==> run_1/layer_met3.png <==
Drawn at 4 px/um.
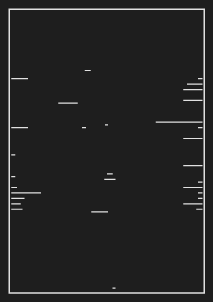
==> run_1/logic_types.png <==
Drawn at 6 px/um.
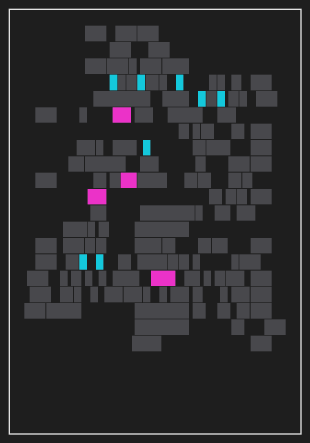
==> run_1/layer_met2.png <==
Drawn at 4 px/um. Cells faint in the background.
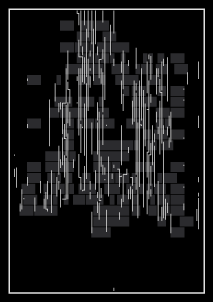
[src/rtl/mc_ctrl_pkg.sv]
// Shared encodings for the multi-cycle RV32I control FSM and ALU decoder.
// Consumers: multicycle_controller, alu_decoder.
package mc_ctrl_pkg;

    typedef enum logic [3:0] {
        FETCH,
        DECODE,
        MEMADR,
        MEMREAD,
        MEMWB,
        MEMWRITE,
        EXECR,
        EXECI,
        ALUWB,
        JAL,
        BEQ
    } state_t;

    typedef enum logic [1:0] {
        ALUOP_ADD  = 2'b00,
        ALUOP_SUB  = 2'b01,
        ALUOP_FUNC = 2'b10
    } alu_op_t;

    localparam logic [6:0] OP_LW  = 7'b0000011;
    localparam logic [6:0] OP_SW  = 7'b0100011;
    localparam logic [6:0] OP_R   = 7'b0110011;
    localparam logic [6:0] OP_I   = 7'b0010011;
    localparam logic [6:0] OP_BEQ = 7'b1100011;
    localparam logic [6:0] OP_JAL = 7'b1101111;

    localparam logic [2:0] ALU_ADD = 3'b000;
    localparam logic [2:0] ALU_SUB = 3'b001;
    localparam logic [2:0] ALU_AND = 3'b010;
    localparam logic [2:0] ALU_OR  = 3'b011;
    localparam logic [2:0] ALU_SLT = 3'b101;

    localparam logic [1:0] SRCA_PC    = 2'b00;
    localparam logic [1:0] SRCA_OLDPC = 2'b01;
    localparam logic [1:0] SRCA_RD1   = 2'b10;

    localparam logic [1:0] SRCB_RD2  = 2'b00;
    localparam logic [1:0] SRCB_IMM  = 2'b01;
    localparam logic [1:0] SRCB_FOUR = 2'b10;

    localparam logic [1:0] RES_ALUOUT = 2'b00;
    localparam logic [1:0] RES_DATA   = 2'b01;
    localparam logic [1:0] RES_ALURES = 2'b10;

    localparam logic [1:0] IMM_I = 2'b00;
    localparam logic [1:0] IMM_S = 2'b01;
    localparam logic [1:0] IMM_B = 2'b10;
    localparam logic [1:0] IMM_J = 2'b11;

    function automatic logic instr_legal(
        input logic [6:0] op,
        input logic [2:0] f3
    );
        logic ok;
        ok = 1'b0;
        case (op)
            OP_LW, OP_SW: ok = (f3 == 3'b010);
            OP_R, OP_I:   ok = f3 inside {3'b000, 3'b010, 3'b110, 3'b111};
            OP_BEQ:       ok = (f3 == 3'b000);
            OP_JAL:       ok = 1'b1;
            default:      ok = 1'b0;
        endcase
        return ok;
    endfunction

endpackage

[src/rtl/alu_decoder.sv]
// Combinational ALUOp/funct decode to ALUControl.
module alu_decoder
    import mc_ctrl_pkg::*;
(
    input  alu_op_t    alu_op,
    input  logic [2:0] funct3,
    input  logic       funct7b5,
    input  logic       op5,
    output logic [2:0] alu_control
);

    always_comb begin
        alu_control = ALU_ADD;
        case (alu_op)
            ALUOP_ADD: alu_control = ALU_ADD;
            ALUOP_SUB: alu_control = ALU_SUB;
            ALUOP_FUNC: begin
                case (funct3)
                    // I-type addi has no sub form, hence op5
                    3'b000:  alu_control = (op5 & funct7b5) ? ALU_SUB : ALU_ADD;
                    3'b010:  alu_control = ALU_SLT;
                    3'b110:  alu_control = ALU_OR;
                    3'b111:  alu_control = ALU_AND;
                    default: alu_control = ALU_ADD;
                endcase
            end
            default: alu_control = ALU_ADD;
        endcase
    end

endmodule

[src/rtl/multicycle_controller.sv]
// Main control FSM for the multi-cycle RV32I datapath.
// Optional MC_CTRL_PERF_CNT_EN adds cycle_cnt/instret_cnt.
module multicycle_controller
    import mc_ctrl_pkg::*;
#(
    parameter int OPCODE_WIDTH      = 7,
    parameter int FUNCT3_WIDTH      = 3,
    parameter int ALU_CONTROL_WIDTH = 3,
    parameter int RESULTSRC_WIDTH   = 2,
    parameter int IMMSRC_WIDTH      = 2,
    parameter int CNT_WIDTH         = 32
) (
    input  logic                         clk,
    input  logic                         rst_n,
    input  logic [OPCODE_WIDTH-1:0]      opcode,
    input  logic [FUNCT3_WIDTH-1:0]      funct3,
    input  logic                         funct7b5,
    input  logic                         zero,
    input  logic                         mem_ready,
    output logic                         PCWrite,
    output logic                         AdrSrc,
    output logic                         MemWrite,
    output logic                         IRWrite,
    output logic [RESULTSRC_WIDTH-1:0]   ResultSrc,
    output logic [1:0]                   ALUSrcA,
    output logic [1:0]                   ALUSrcB,
    output logic [IMMSRC_WIDTH-1:0]      ImmSrc,
    output logic                         RegWrite,
    output logic [ALU_CONTROL_WIDTH-1:0] ALUControl,
    output logic                         illegal_instr
`ifdef MC_CTRL_PERF_CNT_EN
    ,
    output logic [CNT_WIDTH-1:0]         cycle_cnt,
    output logic [CNT_WIDTH-1:0]         instret_cnt
`endif
);

    state_t  state_q;
    state_t  state_d;
    alu_op_t alu_op;
    logic    legal;

    assign legal = instr_legal(opcode, funct3);

    always_ff @(posedge clk or negedge rst_n) begin
        if (!rst_n) begin
            state_q <= FETCH;
        end else begin
            state_q <= state_d;
        end
    end

    always_comb begin
        state_d       = state_q;
        PCWrite       = 1'b0;
        AdrSrc        = 1'b0;
        MemWrite      = 1'b0;
        IRWrite       = 1'b0;
        ResultSrc     = RES_ALUOUT;
        ALUSrcA       = SRCA_PC;
        ALUSrcB       = SRCB_RD2;
        RegWrite      = 1'b0;
        alu_op        = ALUOP_ADD;
        illegal_instr = 1'b0;
        unique case (state_q)
            FETCH: begin
                ALUSrcB   = SRCB_FOUR;
                ResultSrc = RES_ALURES;
                IRWrite   = mem_ready;
                PCWrite   = mem_ready;
                if (mem_ready) state_d = DECODE;
            end
            DECODE: begin
                ALUSrcA = SRCA_OLDPC;
                ALUSrcB = SRCB_IMM;
                if (!legal) begin
                    // PC already advanced in FETCH: the instruction is skipped
                    illegal_instr = 1'b1;
                    state_d       = FETCH;
                end else begin
                    case (opcode)
                        OP_LW, OP_SW: state_d = MEMADR;
                        OP_R:         state_d = EXECR;
                        OP_I:         state_d = EXECI;
                        OP_JAL:       state_d = JAL;
                        OP_BEQ:       state_d = BEQ;
                        default:      state_d = FETCH;
                    endcase
                end
            end
            MEMADR: begin
                ALUSrcA = SRCA_RD1;
                ALUSrcB = SRCB_IMM;
                state_d = (opcode == OP_LW) ? MEMREAD : MEMWRITE;
            end
            MEMREAD: begin
                AdrSrc = 1'b1;
                if (mem_ready) state_d = MEMWB;
            end
            MEMWB: begin
                ResultSrc = RES_DATA;
                RegWrite  = 1'b1;
                state_d   = FETCH;
            end
            MEMWRITE: begin
                AdrSrc   = 1'b1;
                MemWrite = 1'b1;
                if (mem_ready) state_d = FETCH;
            end
            EXECR: begin
                ALUSrcA = SRCA_RD1;
                alu_op  = ALUOP_FUNC;
                state_d = ALUWB;
            end
            EXECI: begin
                ALUSrcA = SRCA_RD1;
                ALUSrcB = SRCB_IMM;
                alu_op  = ALUOP_FUNC;
                state_d = ALUWB;
            end
            ALUWB: begin
                RegWrite = 1'b1;
                state_d  = FETCH;
            end
            JAL: begin
                ALUSrcA = SRCA_OLDPC;
                ALUSrcB = SRCB_FOUR;
                PCWrite = 1'b1;
                state_d = ALUWB;
            end
            BEQ: begin
                ALUSrcA = SRCA_RD1;
                alu_op  = ALUOP_SUB;
                PCWrite = zero;
                state_d = FETCH;
            end
            default: state_d = FETCH;
        endcase
        // No architectural write may escape while reset is held
        if (!rst_n) begin
            PCWrite       = 1'b0;
            IRWrite       = 1'b0;
            RegWrite      = 1'b0;
            MemWrite      = 1'b0;
            illegal_instr = 1'b0;
        end
    end

    always_comb begin
        ImmSrc = IMM_I;
        unique case (1'b1)
            (opcode == OP_SW):  ImmSrc = IMM_S;
            (opcode == OP_BEQ): ImmSrc = IMM_B;
            (opcode == OP_JAL): ImmSrc = IMM_J;
            default:            ImmSrc = IMM_I;
        endcase
    end

    alu_decoder u_alu_decoder (
        .alu_op      (alu_op),
        .funct3      (funct3),
        .funct7b5    (funct7b5),
        .op5         (opcode[5]),
        .alu_control (ALUControl)
    );

`ifdef MC_CTRL_PERF_CNT_EN
    logic retire;

    assign retire = (state_d == FETCH) &&
                    (state_q inside {MEMWB, MEMWRITE, ALUWB, BEQ});

    always_ff @(posedge clk or negedge rst_n) begin
        if (!rst_n) begin
            cycle_cnt   <= '0;
            instret_cnt <= '0;
        end else begin
            cycle_cnt <= cycle_cnt + CNT_WIDTH'(1);
            if (retire) instret_cnt <= instret_cnt + CNT_WIDTH'(1);
        end
    end
`else
    if (CNT_WIDTH < 1) begin : g_cnt_width_unused
    end
`endif

endmodule

[config.mk]
export PLATFORM = sky130hd
export DESIGN_NAME = multicycle_controller
export DESIGN_NICKNAME = d
export VERILOG_FILES = /design/src/rtl/mc_ctrl_pkg.sv /design/src/rtl/alu_decoder.sv /design/src/rtl/multicycle_controller.sv
export SDC_FILE = /design/constraint.sdc
export NUM_CORES = 1
export LEC_CHECK = 0
export CORE_ASPECT_RATIO = 1.5
export CORE_MARGIN = 2
export CORE_UTILIZATION = 25
export CTS_CLUSTER_DIAMETER = 150
export DETAILED_ROUTE_END_ITERATION = 8
export GPL_TIMING_DRIVEN = 0
export PLACE_DENSITY = 0.59
export SYNTH_ARGS = -nofsm -noshare
export SYNTH_HDL_FRONTEND = slang
export SYNTH_SLANG_ARGS = --single-unit
[constraint.sdc]
create_clock -name clk -period 4.1 [get_ports clk]
set_input_delay 0.615 -clock clk [delete_from_list [all_inputs] [get_ports clk]]
set_output_delay 0.615 -clock clk [all_outputs]
set_load 0.02 [all_outputs]
==> results.sh, run 1 <==
# physical design summary
export IMPL_timing_final_hold_violations=0
export IMPL_drt_first_pass_iters=4
export IMPL_number_of_failing_setup_endpoints_in_the_final_timing_report=0
export IMPL_path_max_fanout=7
export IMPL_tritoncts_num_buffers=3
export IMPL_critical_path_slowest_cell="sky130_fd_sc_hd__clkdlybuf4s50_1"
export IMPL_cts_tree="done"
export IMPL_chip_area_sq_mm=0.00341
export IMPL_vdd_ir_drop_worst_mv=0.0778
export IMPL_period_minus_ws_final_ns=3.12
export IMPL_critical_path_required_ns=3.48
export IMPL_global_route_wire_length_before_repair_mm=3.38
export IMPL_clk_path_buf_depth=2
export IMPL_num_io_pins=32
export IMPL_cell_variety_after_synth=44
export IMPL_netlist_area_sq_um=738
export IMPL_numPortBuffers=30
export IMPL_power_combinational_fraction_pct=33.0
export IMPL_htree_levels=1
export IMPL_globalRoute_totalOverflow=0
export IMPL_cp_buffers_inverters=2
export IMPL_std_cell_rows=24
export IMPL_detailedPlacementHpwl_mm=1.62
export IMPL_avgSynthCellArea_sq_um=7.38
export IMPL_timing_final_max_slew_violations=0
export IMPL_first_global_vias=818
export IMPL_clockRootBuffer="sky130_fd_sc_hd__clkbuf_8"
export IMPL_top_register_by_number_of_flip_flops="state_q"
export IMPL_grt_usage_pct=12.3
export IMPL_globalplace_congestion=0.816
export IMPL_cts_resized=0
export IMPL_synthesis_instances=100
export IMPL_timing_critical_path_depth=6
export IMPL_clk_transition_reported_paths_ns=0.03
export IMPL_syn_num_nets=117
export IMPL_slowest_delay_ns=0.63
export IMPL_openroad_warnings=27
export IMPL_run_status="completed"
export IMPL_cell_area_after_placement_sq_mm=0.00109
export IMPL_ys_warnings_count=0
export IMPL_num_vias=827
export IMPL_maxCapViolations=0
export IMPL_worst_r2r_setup_slack_ns=2.80
export IMPL_coreArea_sq_mm=0.00285
export IMPL_final_layout_top_logic_cells="sky130_fd_sc_hd__clkdlybuf4s50_1 (30), sky130_fd_sc_hd__nor2_1 (12), sky130_fd_sc_hd__nand2_1 (9)"
export IMPL_power_per_cell_area_mw_per_mm2=163
export IMPL_drt_wl_total_mm=1.95
export IMPL_ant_nets=0
export IMPL_sequential_area_share_after_synthesis_pct=13.6
export IMPL_clock_latency_late_pin_ns=0.22
export IMPL_worstSetupEndpoint="illegal_instr"
export IMPL_reg2reg_from="state_q[0]$_DFFE_PN0P_"
export IMPL_worstPathCellList="clkdlybuf4s50_1, nand4bb_1, nor2_1, o31a_1, nor3_1, clkdlybuf4s50_1"
export IMPL_dominantRegCellSynth="sky130_fd_sc_hd__dfrtp_1"
export IMPL_worst_slew_margin_rel_pct=74.6
export IMPL_holdBufCountCts=0
export IMPL_netSwitchingFraction_pct=26.8
export IMPL_registers_with_the_most_flip_flops="state_q (4)"
export IMPL_pwr_share_clk_pct=44.5
export IMPL_finish_instance_area_sq_mm=0.00113
export IMPL_post_cts_buffers=0
export IMPL_fin_crit_share_pct=76.1
export IMPL_dieHeight_um=70.6
export IMPL_crit_top_cell="sky130_fd_sc_hd__clkdlybuf4s50_1"
export IMPL_timing_rr_end="state_q[2]$_DFFE_PN0P_"
export IMPL_die_width_um=48.4
export IMPL_ys_area_sq_um=738
export IMPL_drtIter0Drc=17
export IMPL_critical_path_top_delay_family="buffers and inverters"
export IMPL_total_switching_power_mw=0.0492
export IMPL_end_kind="output port"
export IMPL_largest_reg_flops=4
export IMPL_finalClockSkew_ns=0.000828
export IMPL_ys_async_sr_fraction_pct=100
export IMPL_grt_max_degree=11
export IMPL_ff2ff_path_depth=4
export IMPL_crit_type="in2out"
export IMPL_cts_sinks=4
export IMPL_detail_route_wl_per_cell_um=11.3
export IMPL_arrival_ns=2.50
export IMPL_rsz0062_at_grt="no"
export IMPL_setup_worst_path_start="opcode[4]"
export IMPL_max_freq_mhz=321
export IMPL_leading_area_contributor_after_synthesis="sky130_fd_sc_hd__dfrtp_1"
export IMPL_enable_flop_cells=0
export IMPL_drt_drc_violations_left=0
export IMPL_top_area_share_pct=13.6
export IMPL_static_leakage_power_nw=0.439
export IMPL_initial_core_util_pct=25.9
export IMPL_n_antenna_cell=0
export IMPL_final_nets=152
export IMPL_internal_power_mw=0.134
export IMPL_max_slew_worst_pin_slew_ns=0.380
export IMPL_worstHoldPathType="in2async"
export IMPL_grt_antenna_before_repair=0
export IMPL_ys_cells=100
export IMPL_final_layout_size_suffix_gt1_share_pct=15.8
export IMPL_setup_tns_ns=0
export IMPL_synth_ff_latch_count=4
export IMPL_top_cells_by_area="sky130_fd_sc_hd__dfrtp_1 (14%), sky130_fd_sc_hd__nor2_1 (6.1%), sky130_fd_sc_hd__a21oi_1 (5.4%)"
export IMPL_start_kind="input pin"
export IMPL_avgViaCountPerCell=4.81
export IMPL_utilization_pct=39.6
Back to the opening pictures, layer_met3.png:
The wires run mostly horizontal. 27 nets have wire on it. The layer holds 4.5% of the routed length. The longest straight run is 11.4 um. The layer carries 86.9 um of wire.

Back to the opening pictures, logic_types.png:
inv cells: drawn in cyan, cells 8, most used inv_1. non-inverting ao/oa cells: drawn in magenta, cells 4, where center.
most numerous logic cell after layout: sky130_fd_sc_hd__clkdlybuf4s50_1
share of cell area taken by multi-input logic gates: 50.7%
tally of non-filler cells in the final layout: 172

Back to the opening pictures, layer_met2.png:
125 nets have wire on it. The layer carries 986 um of wire. The longest straight run is 29.2 um. The wires run mostly vertical.

run 1: cell families after synthesis:
| group | count (synthesis) | synth area share (%) |
|---|---|---|
| AOI/OAI and AO/OA | 24 | 26.1 |
| xor gates and xnor gates | 2 | 2.37 |
| adders and majority gates | 2 | 3.39 |
| buffers and inverters | 13 | 8.98 |
| DFF | 4 | 13.6 |
| and+or+nand+nor | 55 | 45.6 |
run 1: metal layers:
layer | global-route usage, % | vias to the layer above | wire [um]
li1 | - | 418 | -
met1 | 11.9 | 369 | 815
met2 | 23.8 | 33 | 985
met3 | 1.05 | 7 | 86
met4 | 8.89 | 0 | 63
met5 | 0 | - | 0
run 1: worst register-to-register path, cell delays in order, from the launching register on:
cell and delay (ns):
sky130_fd_sc_hd__dfrtp_1 0.41, sky130_fd_sc_hd__or3_1 0.33, sky130_fd_sc_hd__o31ai_2 0.22, sky130_fd_sc_hd__o32a_2 0.18
sky130_fd_sc_hd__o21ai_2 0.04
run 1: metrics by stage:
step           power (mW)  worst slack [ns]  hold WS (ns)
6_report            0.184             0.982         0.662
2_1_floorplan      0.0728              1.82         0.319
3_3_place_gp        0.101             0.989         0.691
4_1_cts             0.185             0.974         0.665
3_5_place_dp        0.102             0.996         0.704
5_1_grt             0.194             0.922         0.679
run 1: power groups by stage:
stage	sequential (mW)	combinational (mW)	clock [mW]
2_1_floorplan	0.0415	0.0313	0
3_3_place_gp	0.0417	0.0597	0
3_5_place_dp	0.0418	0.0607	0
4_1_cts	0.0414	0.0609	0.0829
5_1_grt	0.0414	0.0653	0.0870
6_report	0.0414	0.0606	0.0816
run 1: Yosys cell counts, drive strengths merged, types with 2 or more instances:
cell type / count
a21oi: 9
and2: 2
and3: 2
buf: 4
dfrtp: 4
ha: 2
inv: 8
nand2: 9
nand2b: 5
nand3: 3
nand3b: 2
nand4bb: 2
nor2: 12
nor2b: 4
nor3: 4
nor3b: 2
nor4: 2
o21ai: 5
o22ai: 2
run 1: cell type report:
| class | instances | area [sq um] |
|---|---|---|
| Fill cell | 299 | 1720 |
| Multi-Input combinational cell | 83 | 572 |
| Timing Repair Buffer | 30 | 300 |
| Sequential cell | 4 | 100 |
| Tap cell | 39 | 48.8 |
| Clock buffer | 3 | 41.3 |
| Buffer | 5 | 36.3 |
| Inverter | 8 | 30.0 |
run 1: worst min-delay path by stage:
| stage | start | endpoint | slack (ns) | cells past startpoint |
|---|---|---|---|---|
| final | rst_n | state_q[0]$_DFFE_PN0P_ | 0.66 | 1 |
| after global routing | rst_n | state_q[0]$_DFFE_PN0P_ | 0.68 | 1 |
| after CTS | rst_n | state_q[0]$_DFFE_PN0P_ | 0.67 | 1 |
| after detailed placement | state_q[0]$_DFFE_PN0P_ | state_q[1]$_DFFE_PN0P_ | 0.70 | 4 |
| after global placement | state_q[0]$_DFFE_PN0P_ | state_q[1]$_DFFE_PN0P_ | 0.69 | 4 |
| after floorplan | rst_n | state_q[0]$_DFFE_PN0P_ | 0.32 | 0 |
==> run 2: changes to the inputs <==
clock period = 3.2 ns   (was 4.1 ns; I/O delays follow)
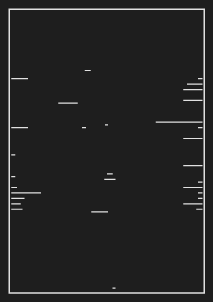
(run_2/layer_met3.png)
Drawn at 4 px/um.
The wires run mostly horizontal. The layer holds 4.5% of the routed length. 27 nets have wire on it. The layer carries 86.9 um of wire.
total via count in the routed design: 827
post-detailed-routing wire length: 1.95 mm
met3 layer usage reported by global route: 1.05%

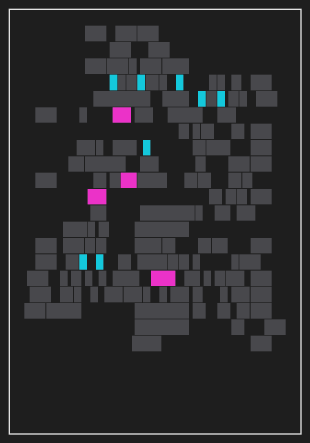
(run_2/logic_types.png)
Drawn at 6 px/um.
inv cells: drawn in cyan, cells 8, most used inv_1. non-inverting ao/oa cells: drawn in magenta, cells 4, where center.

==> results.sh, run 2 <==
# physical design summary
export IMPL_drt_drc_violations_left=0
export IMPL_synthesis_instances=100
export IMPL_critical_path_slowest_cell="sky130_fd_sc_hd__clkdlybuf4s50_1"
export IMPL_layout_area_overhead_vs_synth_pct=52.9
export IMPL_syn_num_nets=117
export IMPL_cell_area_after_placement_sq_mm=0.00109
export IMPL_avgSynthCellArea_sq_um=7.38
export IMPL_seq_power_share_pct=22.5
export IMPL_avgViaCountPerCell=4.81
export IMPL_number_of_failing_setup_endpoints_in_the_final_timing_report=0
export IMPL_mostFrequentLayoutCell="sky130_fd_sc_hd__clkdlybuf4s50_1"
export IMPL_most_frequent_cells_after_synthesis="sky130_fd_sc_hd__nor2_1 (12), sky130_fd_sc_hd__nand2_1 (9), sky130_fd_sc_hd__a21oi_1 (8), sky130_fd_sc_hd__inv_1 (8)"
export IMPL_n_antenna_cell=0
export IMPL_registers_with_the_most_flip_flops="state_q (4)"
export IMPL_netlist_area_sq_um=738
export IMPL_num_io_pins=32
export IMPL_finalClockSkew_ns=0.000828
export IMPL_leading_area_contributor_after_synthesis="sky130_fd_sc_hd__dfrtp_1"
export IMPL_run_status="completed"
export IMPL_post_cts_buffers=0
export IMPL_cts_sinks=4
export IMPL_clk_transition_reported_paths_ns=0.03
export IMPL_std_cell_rows=24
export IMPL_setup_tns_ns=0
export IMPL_worst_slew_margin_rel_pct=74.6
export IMPL_synth_ff_latch_count=4
export IMPL_worstPathCellList="clkdlybuf4s50_1, nand4bb_1, nor2_1, o31a_1, nor3_1, clkdlybuf4s50_1"
export IMPL_max_freq_mhz=351
export IMPL_top_cells_by_area="sky130_fd_sc_hd__dfrtp_1 (14%), sky130_fd_sc_hd__nor2_1 (6.1%), sky130_fd_sc_hd__a21oi_1 (5.4%)"
export IMPL_top_area_share_pct=13.6
export IMPL_ys_cells=100
export IMPL_sequential_area_share_after_synthesis_pct=13.6
export IMPL_utilization_pct=39.6
export IMPL_layout_filler_cells=299
export IMPL_crit_top_cell="sky130_fd_sc_hd__clkdlybuf4s50_1"
export IMPL_cts_tree="done"
export IMPL_top_register_by_number_of_flip_flops="state_q"
export IMPL_openroad_warnings=27
export IMPL_coreArea_sq_mm=0.00285
export IMPL_cts_resized=0
export IMPL_slowest_delay_ns=0.63
export IMPL_combined_flip_flop_and_latch_cell_area_sq_um=100
export IMPL_initial_core_util_pct=25.9
export IMPL_internal_power_mw=0.172
export IMPL_enable_flop_cells=0
export IMPL_critical_path_top_delay_family="buffers and inverters"
export IMPL_globalplace_congestion=0.816
export IMPL_netSwitchingFraction_pct=26.8
export IMPL_timing_final_max_slew_violations=0
export IMPL_final_layout_size_suffix_gt1_share_pct=15.8
export IMPL_max_slew_worst_pin_slew_ns=0.380
export IMPL_grt_max_degree=11
export IMPL_static_leakage_power_nw=0.439
export IMPL_ys_area_sq_um=738
export IMPL_detailedPlacementHpwl_mm=1.62
export IMPL_grt_usage_pct=12.3
export IMPL_global_route_wire_length_before_repair_mm=3.38
export IMPL_pwr_share_clk_pct=44.5
export IMPL_clock_latency_late_pin_ns=0.22
export IMPL_cell_variety_after_synth=44
export IMPL_logic_area_sq_um=572
export IMPL_rsz0062_at_grt="no"
export IMPL_power_combinational_fraction_pct=33.0
export IMPL_final_nets=152
export IMPL_die_width_um=48.4
export IMPL_drtIter0Drc=17
export IMPL_end_kind="output port"
export IMPL_start_kind="input pin"
export IMPL_vdd_ir_drop_worst_mv=0.0997
export IMPL_total_switching_power_mw=0.0631
export IMPL_clk_path_buf_depth=2
export IMPL_globalRoute_totalOverflow=0
export IMPL_path_max_fanout=7
export IMPL_drt_first_pass_iters=4
export IMPL_power_per_cell_area_mw_per_mm2=208
export IMPL_tritoncts_num_buffers=3
export IMPL_cp_buffers_inverters=2
export IMPL_worstHoldPathType="in2async"
export IMPL_arrival_ns=2.37
export IMPL_grt_antenna_before_repair=0
export IMPL_htree_levels=1
export IMPL_largest_reg_flops=4
export IMPL_numPortBuffers=30
export IMPL_final_layout_top_logic_cells="sky130_fd_sc_hd__clkdlybuf4s50_1 (30), sky130_fd_sc_hd__nor2_1 (12), sky130_fd_sc_hd__nand2_1 (9)"
export IMPL_period_minus_ws_final_ns=2.85
export IMPL_maxCapViolations=0
export IMPL_synth_top_cell_by_count="sky130_fd_sc_hd__nor2_1"
export IMPL_chip_area_sq_mm=0.00341
export IMPL_critical_path_required_ns=2.72
export IMPL_finish_instance_area_sq_mm=0.00113
export IMPL_ys_async_sr_fraction_pct=100
export IMPL_timing_final_hold_violations=0
export IMPL_ant_nets=0
export IMPL_first_global_vias=818
export IMPL_ys_warnings_count=0
export IMPL_detail_route_wl_per_cell_um=11.3
export IMPL_clockRootBuffer="sky130_fd_sc_hd__clkbuf_8"
export IMPL_crit_type="in2out"
export IMPL_dieHeight_um=70.6
export IMPL_dominantRegCellSynth="sky130_fd_sc_hd__dfrtp_1"
export IMPL_fin_crit_share_pct=89.0
export IMPL_holdBufCountCts=0
==> run 2: path summary, 6_finish.rpt <==
path,to,start,cells past startpoint,slack [ns]
worst max-delay path,illegal_instr,opcode[4],6,0.35
worst min register to register,state_q[1]$_DFFE_PN0P_,state_q[0]$_DFFE_PN0P_,4,0.72
worst min-delay path,state_q[0]$_DFFE_PN0P_,rst_n,1,0.53
min in group clk,state_q[1]$_DFFE_PN0P_,opcode[6],4,0.61
worst max register to register,state_q[2]$_DFFE_PN0P_,state_q[0]$_DFFE_PN0P_,4,1.90
max in group asynchronous,state_q[1]$_DFFE_PN0P_,rst_n,1,2.44
==> run 2: cells by family (layout without fill, tap and decap cells) <==
group           after synthesis  in the layout  synth area share (%)
flops                         4              4                  13.6
buf+inv                      13             46                  8.98
fa+ha+maj                     2              2                  3.39
xor+xnor                      2              2                  2.37
simple gates                 55             55                  45.6
compound gates               24             24                  26.1
==> run 2: metal layers <==
layer	track usage, %	vias to the layer above	wire, um
met2	23.8	33	985
met5	0	-	0
li1	-	418	-
met4	8.89	0	63
met1	11.9	369	815
met3	1.05	7	86
==> run 2: final cells by class <==
type                       count  share of cell area (%)
clock buffer                   3                    3.66
sequential                     4                    8.87
buffer                         5                    3.22
tap                           39                    4.32
inverter                       8                    2.66
multi-input combinational     83                    50.7
timing repair buffer          30                    26.6
==> run 2: worst reg2reg max path, delay by kind of cell, from the launching register on <==
family	cells	cell delay, ns
compound gates	3	0.44
simple gates	1	0.33
flops	1	0.41
==> run 2: metrics by stage <==
stage	cells	total power [mW]	hold slack [ns]	setup slack [ns]
floorplan	100	0.0933	0.184	1.05
global placement	169	0.130	0.691	0.359
detailed placement	169	0.131	0.704	0.366
CTS	172	0.237	0.530	0.344
global route	172	0.248	0.544	0.181
finish	172	0.235	0.527	0.352
==> run 2: power by group through the flow <==
stage	sequential, mW	combinational [mW]	clock, mW
6_report	0.0530	0.0777	0.105
5_1_grt	0.0531	0.0836	0.111
4_1_cts	0.0530	0.0781	0.106
3_5_place_dp	0.0535	0.0777	0
3_3_place_gp	0.0535	0.0765	0
2_1_floorplan	0.0532	0.0401	0
Power figures rest on the tool's default switching activity, not on a simulated workload.
